===== src/rtl/fir_pkg.sv =====
// Shared definitions for the systolic FIR chain and its coefficient scheduler.
package fir_pkg;

  localparam int COEFF_W    = 16;
  localparam int B_WIDTH    = 16;
  localparam int BANK_GEN_W = 8;

  typedef enum logic [1:0] {
    RUN   = 2'd0,
    DRAIN = 2'd1,
    SWAP  = 2'd2
  } sched_state_e;

endpackage


===== src/rtl/fir_valid_pipe.sv =====
// Fixed-latency flag pipe that mirrors the MAC chain, one flag per cycle slot.
module fir_valid_pipe #(
  parameter int LATENCY = 20
) (
  input  logic clock,
  input  logic clear,
  input  logic din,
  output logic tail,
  output logic any_set
);

  logic [LATENCY-1:0] pipe;

  // Advance every cycle; a cleared pipe forgets everything in flight
  always_ff @(posedge clock) begin
    if (clear) begin
      pipe <= {LATENCY{1'b0}};
    end else begin
      pipe <= {pipe[LATENCY-2:0], din};
    end
  end

  assign tail = pipe[LATENCY-1];
  // Only flags that survive past this cycle count: the tail leaves on this edge
  assign any_set = |pipe[LATENCY-2:0];

endmodule


===== src/rtl/fir_coeff_sched.sv =====
// Coefficient bank owner for the FIR chain: shadow writes, drain-and-swap commit,
// and sample tracking that masks results built from stale or warm-up state.
module fir_coeff_sched #(
  parameter int N_TAPS  = 16,
  parameter int COEFF_W = fir_pkg::COEFF_W,
  parameter int OUT_LAT = 20,
  parameter int ADDR_W  = $clog2(N_TAPS)
) (
  input  logic                              clock,
  input  logic                              reset,
  input  logic                              cfg_valid,
  output logic                              cfg_ready,
  input  logic [ADDR_W-1:0]                 cfg_addr,
  input  logic [COEFF_W-1:0]                cfg_data,
  input  logic                              cfg_last,
  output logic                              cfg_err,
  input  logic                              s_valid,
  output logic                              s_ready,
  output logic [N_TAPS*COEFF_W-1:0]         coeff_bus,
  output logic                              m_valid,
  output logic                              swap_done,
  output logic [fir_pkg::BANK_GEN_W-1:0]    bank_gen,
  output logic                              busy
);

  import fir_pkg::*;

  localparam logic [ADDR_W:0]   TAP_LIMIT = (ADDR_W+1)'(N_TAPS);
  localparam logic [ADDR_W-1:0] WARM_INIT = ADDR_W'(N_TAPS - 1);

  sched_state_e       state;
  logic [COEFF_W-1:0] shadow [N_TAPS];
  logic [ADDR_W-1:0]  warm;
  logic               accept_s;
  logic               accept_cfg;
  logic               addr_ok;
  logic               warm_zero;
  logic               occ_tail;
  logic               occ_any;
  logic               tag_tail;
  logic               tag_any;

  assign accept_s   = s_valid & s_ready;
  assign accept_cfg = cfg_valid & cfg_ready;
  assign addr_ok    = ({1'b0, cfg_addr} < TAP_LIMIT);
  assign warm_zero  = (warm == {ADDR_W{1'b0}});

  fir_valid_pipe #(.LATENCY(OUT_LAT)) u_occ (
    .clock   (clock),
    .clear   (reset),
    .din     (accept_s),
    .tail    (occ_tail),
    .any_set (occ_any)
  );

  fir_valid_pipe #(.LATENCY(OUT_LAT)) u_tag (
    .clock   (clock),
    .clear   (reset),
    .din     (accept_s & warm_zero),
    .tail    (tag_tail),
    .any_set (tag_any)
  );

  // A tagged slot is always occupied; gating with occ keeps the two pipes honest
  assign m_valid = tag_tail & occ_tail;

  // Scheduler FSM with banks, handshakes and status flags all registered here
  always_ff @(posedge clock) begin
    if (reset) begin
      state     <= RUN;
      cfg_ready <= 1'b1;
      s_ready   <= 1'b1;
      cfg_err   <= 1'b0;
      swap_done <= 1'b0;
      bank_gen  <= {BANK_GEN_W{1'b0}};
      busy      <= 1'b0;
      warm      <= WARM_INIT;
      coeff_bus <= {(N_TAPS*COEFF_W){1'b0}};
      for (int i = 0; i < N_TAPS; i++) begin
        shadow[i] <= {COEFF_W{1'b0}};
      end
    end else begin
      cfg_err   <= 1'b0;
      swap_done <= 1'b0;
      case (state)
        RUN: begin
          if (accept_s && !warm_zero) begin
            warm <= warm - ADDR_W'(1);
          end
          if (accept_cfg) begin
            if (addr_ok) begin
              shadow[cfg_addr] <= cfg_data;
            end else begin
              cfg_err <= 1'b1;
            end
            // Commit still proceeds when the final write itself was rejected
            if (cfg_last) begin
              state     <= DRAIN;
              cfg_ready <= 1'b0;
              s_ready   <= 1'b0;
              busy      <= 1'b1;
            end
          end
        end
        DRAIN: begin
          if (!occ_any && !tag_any) begin
            state <= SWAP;
          end
        end
        SWAP: begin
          for (int i = 0; i < N_TAPS; i++) begin
            coeff_bus[i*COEFF_W +: COEFF_W] <= shadow[i];
          end
          swap_done <= 1'b1;
          bank_gen  <= bank_gen + BANK_GEN_W'(1);
          warm      <= WARM_INIT;
          state     <= RUN;
          cfg_ready <= 1'b1;
          s_ready   <= 1'b1;
          busy      <= 1'b0;
        end
        default: begin
          state     <= RUN;
          cfg_ready <= 1'b1;
          s_ready   <= 1'b1;
          busy      <= 1'b0;
        end
      endcase
    end
  end

endmodule


===== config.mk =====
export PLATFORM = sky130hd
export DESIGN_NAME = fir_coeff_sched
export DESIGN_NICKNAME = d
export VERILOG_FILES = /design/src/rtl/fir_pkg.sv /design/src/rtl/fir_valid_pipe.sv /design/src/rtl/fir_coeff_sched.sv
export SDC_FILE = /design/constraint.sdc
export NUM_CORES = 1
export LEC_CHECK = 0
export CORE_MARGIN = 1.5
export CORE_UTILIZATION = 50
export CTS_CLUSTER_SIZE = 40
export DETAILED_ROUTE_END_ITERATION = 16
export PLACE_DENSITY = 0.74
export SYNTH_ARGS = -nofsm -noshare
export SYNTH_HDL_FRONTEND = slang
export SYNTH_SLANG_ARGS = --single-unit

===== constraint.sdc =====
create_clock -name clock -period 4 [get_ports clock]
set_input_delay 0.8 -clock clock [delete_from_list [all_inputs] [get_ports clock]]
set_output_delay 0.8 -clock clock [all_outputs]
set_load 0.01 [all_outputs]

==> results.txt, run 1 <==
Implementation results.

The routed length on met3 is 4203 microns. The pre-CTS setup slack is 0.6687 ns. The number of placed instances, taps included, is 2,613. Per the cell usage report, the commonest logic cells after layout are nand2_1, dfxtp_1, clkdlybuf4s50_1. The post-synth tally of flip-flops with integrated enable is 256. Summed over all sequential cells, the power is 6.30 mW. The area of the multi-input gates is 0.005568 sq mm. STA classifies the critical path startpoint as a primary input. The proportion of cell area occupied by registers is 0.5479. The share of total power dissipated in the clock network is 0.433.

The core utilization at floorplan is 0.5079. The clock tree from TritonCTS is yes. The count of cell types in the netlist is 43. The final critical-path required period is 2.770 ns. The pin count of the biggest net entering global routing is 98. The critical path capture point type is a flop. Logic depth along the worst register-to-register path is recorded as 4. The power dissipated in the clock network is 5.28 mW. The height of the chip is 204.1 microns. The fraction of synthesized cell area taken by the top area cell type is 0.3801. Per the post-synthesis report, the nets total 1,955. The dominant cell type by area after synthesis is edfxtp_1. Ranked by instance count, the synthesized netlist is headed by nand2_1, dfxtp_1, a21oi_1, edfxtp_1, nor3_1.

The run finished with clean final reports. The total negative slack is 0 ns. The reg-to-reg endpoint is shadow[1][10]$_SDFFCE_PN0P_. The fraction of registers with async set/reset is 0. The sequential cell count of the final layout is 569. CTS added clock buffers totalling 56. CTS reports a maximum clock tree buffer depth of 3. Per STA, the worst path is made up of clkdlybuf4s50_1, and4bb_1, or4b_4, o21bai_1, buf_4.
run 1: cells by family (layout without fill, tap and decap cells):
family / count (synthesis) / in the layout / share of synthesized area
XOR/XNOR: 2 / 2 / 0.0008663
AND-OR/OR-AND: 293 / 293 / 0.07541
flip-flops: 569 / 569 / 0.6899
AND/OR/NAND/NOR: 866 / 866 / 0.1933
other: 1 / 1 / 0.0001854
adder cells (fa/ha/maj): 2 / 2 / 0.001237
buffers and inverters: 195 / 459 / 0.03904
run 1: registers in the layout (all words and copies together) (netlist names):
register,count
s_ready,1
warm,4
state,2
coeff_bus,256
u_tag.pipe,20
shadow,256
busy,1
swap_done,1
bank_gen,8
u_occ.pipe,20
Figure 1. Congestion heat map (run 1).
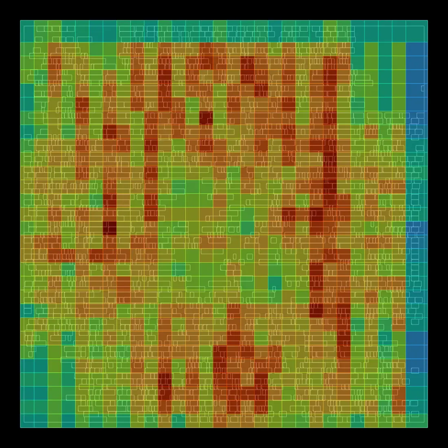
total track usage: 0.2556
most heavily used metal layer in global routing: met2
DR WL/cell: 19.81 microns
global-route met2 utilization: 0.4139

Figure 2. The metal 1 layer (run 1).
Scale: 2 px per micron.
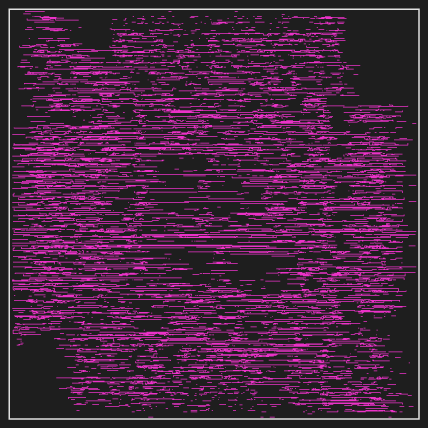
wire length on this layer: 22.6 mm
main direction: horizontal
longest straight run: 75.9 microns
wirelength, routed: 53,830 microns
met1 Use GR: 0.3517
vias after detailed routing: 14,800

Figure 3. Sizing map (run 1).
Scale: 2 px per micron.
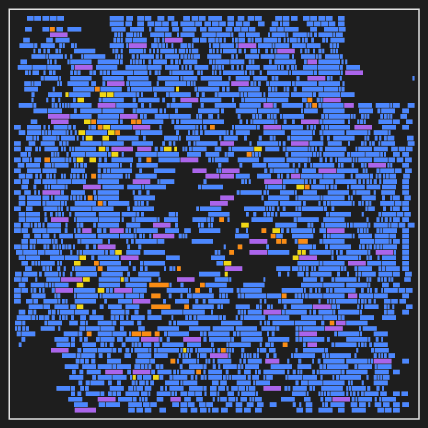
| colour | size | cells | share |
|---|---|---|---|
| orange | _3 and _4 cells | 44 | 2.0% |
| yellow | _2 cells | 37 | 1.7% |
| blue | _0 and _1 cells | 2,031 | 93% |
| purple | _6 and larger | 80 | 3.6% |
area delta synth->final: 25.92%
Non-CTS buffers: 335
minimum setup slack in the final design: 1.230 ns

==> run 2: changes to the inputs <==
Clock period 4 ns to 2.61 ns, I/O delays scaled along.
Figure 4. The metal 1 layer (run 2).
Scale: 2 px per micron.
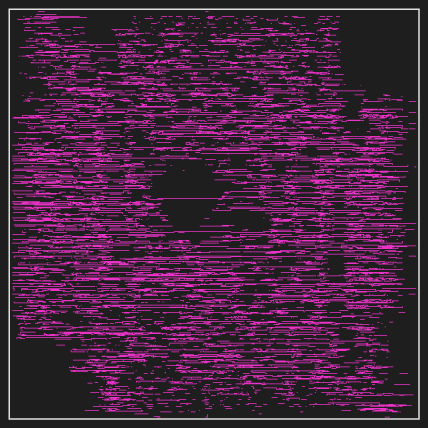
longest straight run: 61.6 microns
main direction: horizontal
wire length on this layer: 22.3 mm
share of all routed wire: 41%
met1 Use GR: 0.3429
wirelength, routed: 53,880 microns
vias after detailed routing: 15,260

Figure 5. Sizing map (run 2).
Scale: 2 px per micron.
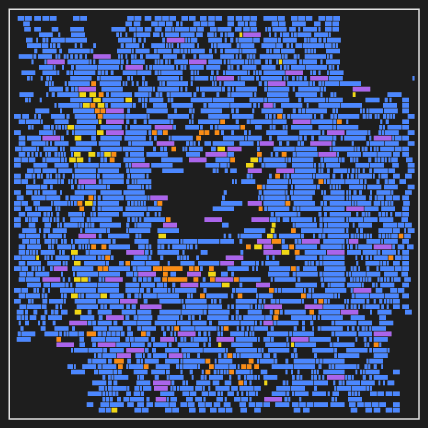
| colour | size | cells | share |
|---|---|---|---|
| yellow | _2 cells | 42 | 1.9% |
| orange | _3 and _4 cells | 84 | 3.8% |
| blue | _0 and _1 cells | 2,030 | 91% |
| purple | _6 and larger | 81 | 3.6% |
Non-CTS buffers: 381
area delta synth->final: 27.70%
Layout Cell Area excl Fill: 0.02583 sq mm
minimum setup slack in the final design: 0.4942 ns

==> results.txt, run 2 <==
Implementation results.

The startpoint of the most critical hold path is coeff_bus[190]$_SDFFE_PP0P_ (was coeff_bus[59]$_SDFFE_PP0P_). The final cell count without fillers is 2,762 (was 2,717). The maximum VDD drop is 0.5151 mV (was 0.3496 mV). The post-CTS setup buffer count came to 0 (unchanged). The area share of fa/ha/maj cells after synthesis is 0.001237 (unchanged). The power dissipated in the clock network is 7.82 mW (was 5.28 mW).

The number of buffers created by CTS is 55 (was 56). The number of nets in the synthesized netlist is 1,955 (unchanged). The pin count of the biggest net entering global routing was 171 (was 98). The detailed-route wire length per cell is 19.51 microns (was 19.81 microns).

The post-synth tally of flip-flops with integrated enable is 256 (unchanged). Result of the run: finished, final reports clean (unchanged). The xor/xnor share of the synthesized area came to 0.0008661 (unchanged). The core utilization at floorplan is 0.5079 (unchanged).

The total negative slack is 0 ns (unchanged). The sequential cell power is 9.65 mW (was 6.30 mW). The relative slew slack is 0.4420 (was 0.1721). For the finished layout, the period the worst path requires is 2.116 ns. The iteration tally of the first detailed-router pass is 6 (was 5). The total instance count after detailed placement is 2,659 (was 2,613). Cells traversed along the worst timing path: clkdlybuf4s50_1 (was clkdlybuf4s50_1, and4bb_1, or4b_4, o21bai_1, buf_4).

The most used routing layer in global routing is met2 (unchanged). The fraction of registers with async set/reset came to 0 (unchanged). Top Registers: coeff_bus x256, shadow x256 (unchanged). The all-layer global routing usage is 0.2551 (was 0.2556). The cell depth of the worst flop-to-flop path was 4 (unchanged). Leading cell types by count after synthesis: nand2_1, dfxtp_1, a21oi_1, edfxtp_1, nor3_1 (unchanged). The dominant cell type by area after synthesis is edfxtp_1 (unchanged).

The met2 usage in global routing came to 0.4188 (was 0.4139). The simple logic cell fraction of the synthesized area came to 0.1933 (unchanged). The number of buffers on the longest clock path came to 3 (unchanged). The routed length on met3 is 4076 microns (was 4203 microns). The internal power consumption is 14.43 mW (was 9.532 mW). The ratio of routed vias to standard cells is 5.526 (was 5.447). The fraction of power consumed by the clock network is 0.423 (was 0.433). The reg-to-reg endpoint was shadow[0][9]$_SDFFCE_PN0P_ (was shadow[1][10]$_SDFFCE_PN0P_). The mux share of post-synthesis cell area is 0 (unchanged).

The fraction of synthesized cell area taken by the top area cell type was 0.3801 (unchanged). The height of the chip is 204.1 microns (unchanged). The count of cell types in the netlist is 43 (unchanged). The combinational family with the most area after synthesis is simple AND/OR/NAND/NOR gates (unchanged). The critical path capture point type was an output port (was flop).
[run 2: cell count changes in the layout (fill, tap and decap cells not counted), sizes merged]
cell	change
buf	+46
clkbuf	+3
clkinv	-3
bufinv	-2
clkinvlp	+1
[run 2: through the flow]
stage          setup slack (ns)  cell area [sq um]    util
2_1_floorplan           -0.3251              20250       -
3_3_place_gp            0.01922              24040  0.6037
3_5_place_dp           0.004261              24040  0.6037
4_1_cts                  0.4453              25830  0.6485
5_1_grt                  0.4070              25830  0.6485
6_report                 0.4942              25830  0.6485
[run 2: layout make-up]
type	instances	area [sq um]	share of cell area
clock inverter	19	172.7	0.006686
sequential	569	13950	0.5403
timing repair buffer	381	3774	0.1461
multi-input combinational	1164	5583	0.2162
clock buffer	84	1612	0.06240
inverter	20	75.07	0.002907
tap	525	656.9	0.02543
Power figures rest on the tool's default switching activity, not on a simulated workload.
